==> config.mk <==
export PLATFORM = sky130hd
export DESIGN_NAME = bnn_stream_loader
export DESIGN_NICKNAME = d
export VERILOG_FILES = /design/src/rtl/bnn_pkg.sv /design/src/rtl/feat_shadow_buf.sv /design/src/rtl/bnn_stream_loader.sv
export SDC_FILE = /design/constraint.sdc
export NUM_CORES = 1
export LEC_CHECK = 0
export CORE_MARGIN = 1
export CORE_UTILIZATION = 55
export CTS_CLUSTER_SIZE = 24
export DETAILED_ROUTE_END_ITERATION = 16
export GPL_TIMING_DRIVEN = 0
export PLACE_DENSITY = 0.8
export SLEW_MARGIN = 15
export SYNTH_ARGS = -nofsm -noshare
export SYNTH_HDL_FRONTEND = slang
export SYNTH_SLANG_ARGS = --single-unit
==> constraint.sdc <==
create_clock -name clk -period 1.8 [get_ports clk]
set_input_delay 0.36 -clock clk [delete_from_list [all_inputs] [get_ports clk]]
set_output_delay 0.36 -clock clk [all_outputs]
set_load 0.1 [all_outputs]
==> src/rtl/bnn_pkg.sv <==
// ============================================================================
// Module  : bnn_pkg
// Brief   : Shared types and helpers for the BNN stream loader.
// Revision: 1.0 - initial release
// ============================================================================
`default_nettype none

package bnn_pkg;

    typedef enum logic [1:0] {
        ST_IDLE = 2'd0,
        ST_RUN  = 2'd1,
        ST_HOLD = 2'd2
    } eval_state_t;

    // Width of a counter that must hold 0..n-1 (never narrower than one bit).
    function automatic int unsigned cnt_width(input int unsigned n);
        return (n <= 1) ? 1 : $clog2(n);
    endfunction

endpackage

`default_nettype wire

==> src/rtl/feat_shadow_buf.sv <==
// ============================================================================
// Module  : feat_shadow_buf
// Brief   : Assembles streamed feature beats into a shadow buffer with framing checks.
// Revision: 1.0 - initial release
// ============================================================================
`default_nettype none

module feat_shadow_buf
    import bnn_pkg::*;
#(
    parameter int FEAT_CNT  = 19,
    parameter int FEAT_BITS = 4
) (
    input  logic                          clk,
    input  logic                          rst,
    input  logic                          in_valid,
    input  logic [FEAT_BITS-1:0]          in_data,
    input  logic                          in_last,
    output logic                          in_ready,
    input  logic                          clear,
    output logic [FEAT_CNT*FEAT_BITS-1:0] shadow,
    output logic                          shadow_full,
    output logic                          err_len
);

    localparam int               IDX_W    = cnt_width(FEAT_CNT);
    localparam logic [IDX_W-1:0] LAST_IDX = IDX_W'(FEAT_CNT - 1);

    logic [IDX_W-1:0]     idx;
    logic [FEAT_BITS-1:0] mem [FEAT_CNT];
    logic                 accept;

    assign in_ready = !shadow_full;
    assign accept   = in_valid && in_ready;

    always_ff @(posedge clk or negedge rst) begin
        if (!rst) begin
            idx         <= '0;
            shadow_full <= 1'b0;
            err_len     <= 1'b0;
            for (int i = 0; i < FEAT_CNT; i++) begin
                mem[i] <= '0;
            end
        end else begin
            if (accept) begin
                mem[idx] <= in_data;
                if (idx == LAST_IDX) begin
                    // A missing in_last is flagged but the sample is kept.
                    shadow_full <= 1'b1;
                    idx         <= '0;
                    if (!in_last) begin
                        err_len <= 1'b1;
                    end
                end else if (in_last) begin
                    idx     <= '0;
                    err_len <= 1'b1;
                end else begin
                    idx <= idx + 1'b1;
                end
            end
            if (clear) begin
                shadow_full <= 1'b0;
            end
        end
    end

    generate
        for (genvar g = 0; g < FEAT_CNT; g++) begin : g_flat
            assign shadow[g*FEAT_BITS +: FEAT_BITS] = mem[g];
        end
    endgenerate

endmodule

`default_nettype wire

==> src/rtl/bnn_stream_loader.sv <==
// ============================================================================
// Module  : bnn_stream_loader
// Brief   : Feature streaming front-end and prediction capture for the BNN classifier.
// Revision: 1.0 - initial release
// ============================================================================
`default_nettype none

module bnn_stream_loader
    import bnn_pkg::*;
#(
    parameter  int FEAT_CNT    = 19,
    parameter  int FEAT_BITS   = 4,
    parameter  int CLASS_CNT   = 3,
    parameter  int EVAL_CYCLES = 42,
    localparam int PRED_W      = $clog2(CLASS_CNT)
) (
    input  logic                          clk,
    input  logic                          rst,
    input  logic                          in_valid,
    input  logic [FEAT_BITS-1:0]          in_data,
    input  logic                          in_last,
    output logic                          in_ready,
    output logic [FEAT_CNT*FEAT_BITS-1:0] features,
    output logic                          clf_rst,
    input  logic [PRED_W-1:0]             prediction,
    output logic [PRED_W-1:0]             pred_out,
    output logic                          pred_valid,
    input  logic                          pred_ready,
    output logic                          err_len
);

    localparam int               CNT_W    = cnt_width(EVAL_CYCLES);
    localparam logic [CNT_W-1:0] CNT_LOAD = CNT_W'(EVAL_CYCLES - 1);

    eval_state_t                   state;
    logic [CNT_W-1:0]              cnt;
    logic [FEAT_CNT*FEAT_BITS-1:0] shadow;
    logic                          shadow_full;
    logic                          xfer;

    // in_ready is low while shadow_full is set, so the copy never races a fill write.
    assign xfer = (state == ST_IDLE) && shadow_full;

    feat_shadow_buf #(
        .FEAT_CNT  (FEAT_CNT),
        .FEAT_BITS (FEAT_BITS)
    ) u_shadow (
        .clk         (clk),
        .rst         (rst),
        .in_valid    (in_valid),
        .in_data     (in_data),
        .in_last     (in_last),
        .in_ready    (in_ready),
        .clear       (xfer),
        .shadow      (shadow),
        .shadow_full (shadow_full),
        .err_len     (err_len)
    );

    always_ff @(posedge clk or negedge rst) begin
        if (!rst) begin
            state      <= ST_IDLE;
            cnt        <= '0;
            features   <= '0;
            clf_rst    <= 1'b1;
            pred_out   <= '0;
            pred_valid <= 1'b0;
        end else begin
            clf_rst <= 1'b0;
            case (state)
                ST_IDLE: begin
                    if (shadow_full) begin
                        features <= shadow;
                        clf_rst  <= 1'b1;
                        cnt      <= CNT_LOAD;
                        state    <= ST_RUN;
                    end
                end
                ST_RUN: begin
                    if (cnt == '0) begin
                        pred_out   <= prediction;
                        pred_valid <= 1'b1;
                        state      <= ST_HOLD;
                    end else begin
                        cnt <= cnt - 1'b1;
                    end
                end
                ST_HOLD: begin
                    if (pred_valid && pred_ready) begin
                        pred_valid <= 1'b0;
                        state      <= ST_IDLE;
                    end
                end
                default: state <= ST_IDLE;
            endcase
        end
    end

endmodule

`default_nettype wire

**Run 1: clock distribution**

Scale bar: 20 um.
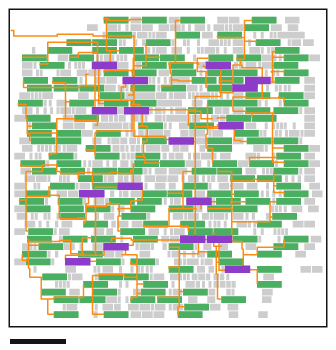
- flip-flops: green (count 171)
- clock wires: orange (length 1780 um)
- cells driving clock nets: purple (count 17)
- routed clock nets: 18
- flops lie: spread over the die

**Run 1: floorplan with the power grid**

Pins as bars on the die edge. Tap cells in gray.
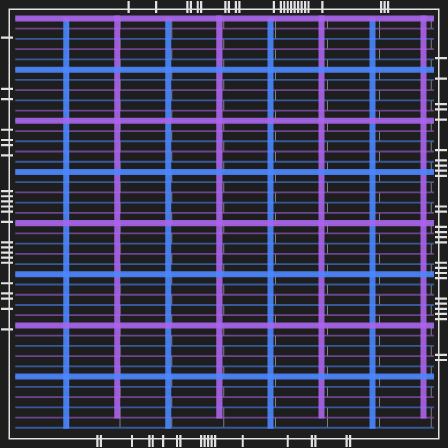
- VSS: blue
- VDD: purple
- tap cells: 168
- signal pins: 93
- met4 straps: 8
- rows: 40
- met5 straps: 8
Die X: 114 um
worst vdd ir: 0.00117 V
core area: 12100 um^2
Die Y: 114 um

**Run 1: gate-type map**

Scale bar: 20 um.
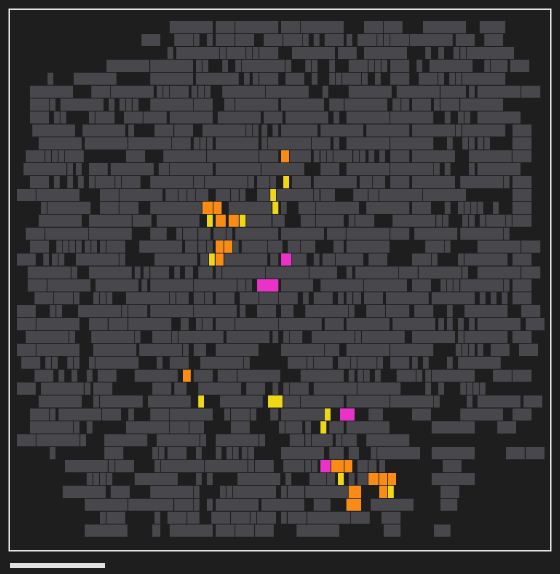
- inverters: yellow (cells 12; most used inv_1)
- AND and OR gates: magenta (cells 4)
- inverting AOI/OAI gates: orange (cells 17; most used o21ai_0)
most common cell after layout, fill and taps aside: nand2_1
multi-input combinational area share: 27.8%
final std cells w/o fill: 907

==> ci_impl_report.md, run 1 <==
### Flow metrics

| Metric | Value |
|---|---|
| Final hold slack | `about 0.47 ns` |
| Area leader, netlist | `dfrtp_1` |
| Port Buffers | `88` |
| Comb pwr share | `roughly 44%` |
| Area taken by multi-input logic gates | `about 2500 um^2` |
| Clk sink count | `approximately 170` |
| Fp_density | `a little under three fifths` |
| Outcome | `finished, final reports clean` |
| Filler Cell Count | `about 820` |
| HP Start | `u_shadow.shadow[55]` |
| Post-Syn Nets | `between 600 and 700` |
| Max incr delay on CP | `approximately 0.43 ns` |
| Reg2Reg Depth | `5` |
| Post-synth EDFFs | `0` |
| Placer Congestion | `0.884` |
| WL/cell | `about 16 um` |
| Tot GR Track Use | `24.5%` |
| Area Growth Syn to Fin | `28.2%` |
| Max cap viols | `0` |
| Largest net degree at the start of global routing | `a little over 90` |
| Crit path max fanout | `4` |
| Critical Path RT | `about 2.1 ns` |
| Layout cell share with drive strength beyond 1 | `about a third` |
| And+or+nand+nor area frac | `between 10% and 20%` |
| HP Class | `reg2reg` |
| Comb area leader | `simple AND/OR/NAND/NOR gates` |
| Cells taking the most area after synthesis | `dfrtp_1 (62%), nand2_1 (13%), mux2_2 (13%), ha_1 (1.1%), buf_4 (0.76%)` |
| I/O Pins | `slightly above 90` |
| Int Power | `8810 uW` |
| Tool warnings | `32` |
| Logic power comb | `roughly 7300 uW` |
| First-pass GRT wire length | `24.3 mm` |
| Final hold violations | `0` |
| Cells along the critical path | `inv_2 > ha_1 > nand2_1 > nor4_4 > mux2_2` |
| Fin util | `around 73%` |
| Switching power | `between 7000 and 8000 uW` |
| Total negative slack | `0 ns` |
| TritonCTS clock tree | `done` |
-- run 1: timing repair --
item / in CTS / in global routing
endpoints found under the hold margin: 81 / 0
cloned: 0 / 0
hold buffers: 1 / 0
resized: 251 / 23
setup endpoints to repair: 94 / 66
setup buffers: 0 / 5
pin swaps: 0 / 4
-- run 1: routing by layer --
layer | track usage, % | up-vias | share of wire [%]
li1 | - | 2227 | -
met1 | 32.6 | 2409 | 44
met2 | 41.0 | 119 | 50
met3 | 5.26 | 19 | 3.9
met4 | 6.84 | 0 | 1.3
met5 | 0 | - | 0
-- run 1: worst max-delay path by stage --
stage | from | end | slack [ns]
CTS | in_valid | u_shadow.shadow[66] | -0.09
global placement | rst | features[6] | -6.04
floorplan | u_shadow.idx[0] | u_shadow.shadow[65] | 0.26
global route | u_shadow.idx[0] | u_shadow.shadow[59] | -0.06
finish | u_shadow.idx[1] | u_shadow.shadow[35] | 0.02
detailed placement | in_valid | u_shadow.shadow[66] | -0.51
-- run 1: worst reg2reg max path, stage by stage, from the launching register on --
cell and delay [ns]:
dfrtp_1 0.43, inv_2 0.12, ha_1 0.19, nand2_1 0.15, nor4_4 0.40, mux2_2 0.39
-- run 1: layout make-up --
class / count / area share (%)
Tap cell: 168 / 2.39
Inverter: 12 / 0.568
Timing Repair Buffer: 95 / 12.0
Sequential cell: 171 / 48.6
Clock inverter: 12 / 1.58
Clock buffer: 20 / 5.18
Multi-Input combinational cell: 399 / 27.8
Buffer: 30 / 1.87
-- run 1: sequential cells by signal, summed over array words and instances, names as in the netlist --
signal / count
features: 76
pred_valid: 1
u_shadow.shadow: 76
pred_out: 2
u_shadow.err_len: 1
cnt: 6
u_shadow.shadow_full: 1
u_shadow.idx: 5
state: 2
clf_rst: 1
==> run 2, diff against run 1 <==
--- a/config.mk
+++ b/config.mk
@@ -11,6 +11,7 @@
 export DETAILED_ROUTE_END_ITERATION = 16
 export GPL_TIMING_DRIVEN = 0
 export PLACE_DENSITY = 0.8
+export RECOVER_POWER = 100
 export SLEW_MARGIN = 15
 export SYNTH_ARGS = -nofsm -noshare
 export SYNTH_HDL_FRONTEND = slang
==> ci_impl_report.md, run 2 <==
### Flow metrics

| Metric | Value |
|---|---|
| Filler Cell Count | `816 (unchanged)` |
| Die Y | `114 um (unchanged)` |
| Largest net degree at the start of global routing | `91 (unchanged)` |
| Largest power group | `combinational cells` |
| Outcome | `finished, final reports clean` |
| Final hold violations | `0 (unchanged)` |
| Clk sink count | `171 (unchanged)` |
| Layout cell share with drive strength beyond 1 | `31.5% (unchanged)` |
| HP Start | `u_shadow.shadow[55]` |
| Die X | `114 um (unchanged)` |
| Most common cell after layout, fill and taps aside | `nand2_1` |
| Core area | `12100 um^2 (unchanged)` |
| Port Buffers | `88 (unchanged)` |
| Worst vdd ir | `0.00117 V (unchanged)` |
| HP Class | `reg2reg` |
| And+or+nand+nor area frac | `18.2% (unchanged)` |
| Area Growth Syn to Fin | `28.2% (unchanged)` |
| Post-synth EDFFs | `0 (unchanged)` |
| Fp_density | `56.7% (unchanged)` |
| Crit path from | `u_shadow.idx[1]` |
| First-pass GRT wire length | `24.3 mm (unchanged)` |
| Critical Path RT | `2.10 ns (about the same)` |
| Reg2Reg Depth | `5 (unchanged)` |
| I/O Pins | `93 (unchanged)` |
| Cells taking the most area after synthesis | `dfrtp_1 (62%), nand2_1 (13%), mux2_2 (13%), ha_1 (1.1%), buf_4 (0.76%)` |
| WL/cell | `16.2 um (unchanged)` |
| Switching power | `7780 uW (unchanged)` |
| Tot GR Track Use | `24.5% (unchanged)` |
| TritonCTS clock tree | `done` |
| Post-Syn Nets | `629 (unchanged)` |
| Logic power comb | `7330 uW (about the same)` |
| Worst setup path endpoint | `u_shadow.shadow[35]` |
| Comb area leader | `simple AND/OR/NAND/NOR gates` |
| Placer Congestion | `0.884 (unchanged)` |
| DR iter-0 viols | `approximately 260` |
| Crit path max fanout | `4 (unchanged)` |
| Tool warnings | `32 (unchanged)` |
| Max cap viols | `0 (unchanged)` |
| Int Power | `8810 uW (unchanged)` |
==> run 2: cell counts in the layout (fill, tap and decap cells not counted) <==
No cell type changed its count.
==> run 2: layer usage <==
metal / wire, um / part of all wire [%] / track usage, % / vias up
met5: 0 / 0 / 0 / -
li1: - / - / - / 2227
met1: 6540 / 44 / 32.6 / 2409
met4: 189 / 1.3 / 6.84 / 0
met2: 7430 / 50 / 41.0 / 119
met3: 569 / 3.9 / 5.26 / 19
==> run 2: worst max-delay path: stages (launching register included) <==
cell and delay [ns]:
dfrtp_1 0.43, inv_2 0.12, ha_1 0.19, nand2_1 0.15, nor4_4 0.40, mux2_2 0.39
==> run 2: what timing repair did <==
item	CTS	global route
setup buffers	0	5
resized	251	23
endpoints found under the hold margin	81	0
pin swaps	0	4
hold buffers	1	0
setup endpoints to repair	94	66
==> run 2: cell type report <==
| type | count | area [um^2] | area share (%) |
|---|---|---|---|
| Clock inverter | 12 | 139 | 1.58 |
| Timing Repair Buffer | 95 | 1050 | 12.0 |
| Clock buffer | 20 | 457 | 5.18 |
| Buffer | 30 | 165 | 1.87 |
| Sequential cell | 171 | 4280 | 48.6 |
| Tap cell | 168 | 210 | 2.39 |
| Inverter | 12 | 50.0 | 0.568 |
| Multi-Input combinational cell | 399 | 2450 | 27.8 |
==> run 2: through the flow <==
step / instance area, um^2 / cells / hold WS (ns) / utilization, %
final: 8810 / 907 / 0.467 / 72.7
after global routing: 8810 / 907 / 0.495 / 72.7
after CTS: 8690 / 902 / 0.467 / 71.8
after detailed placement: 8000 / 869 / 0.384 / 66.0
after global placement: 7960 / 868 / 0.447 / 65.7
after floorplan: 6870 / 612 / 0.0644 / -
**Run 2: clock distribution**

Scale bar: 20 um.
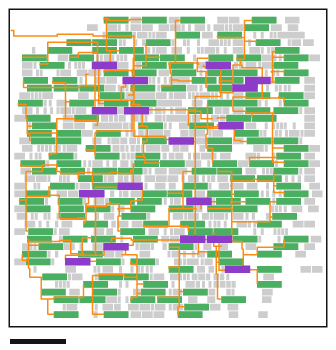
- cells driving clock nets: purple (count 17)
- flip-flops: green (count 171)
- clock wires: orange (length 1780 um)
- routed clock nets: 18
- flops lie: spread over the die
Insertion Delay late pin: 0.42 ns
clock power share: 21.9%
Setup Skew: 0.00962 ns
clk pwr: 3630 uW

**Run 2: placed cells, one color a class**

Scale bar: 20 um.
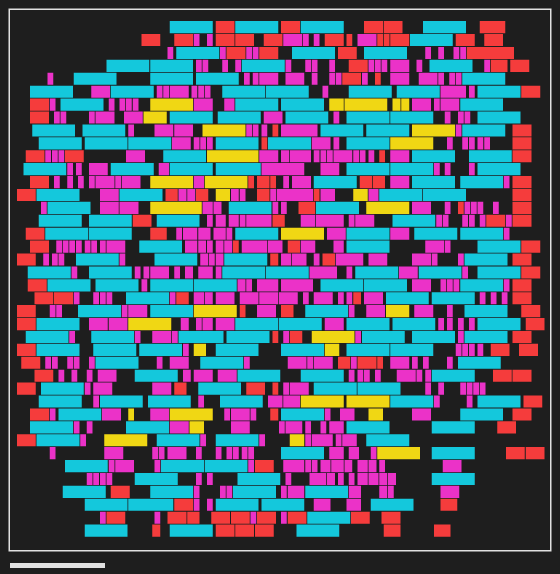
- all other logic: magenta (cells 411)
- flip-flops: cyan (cells 171)
- clock drivers and dummy loads: yellow (cells 32)
- other buffers and delay cells: red (cells 125)

Power figures rest on the tool's default switching activity, not on a simulated workload.
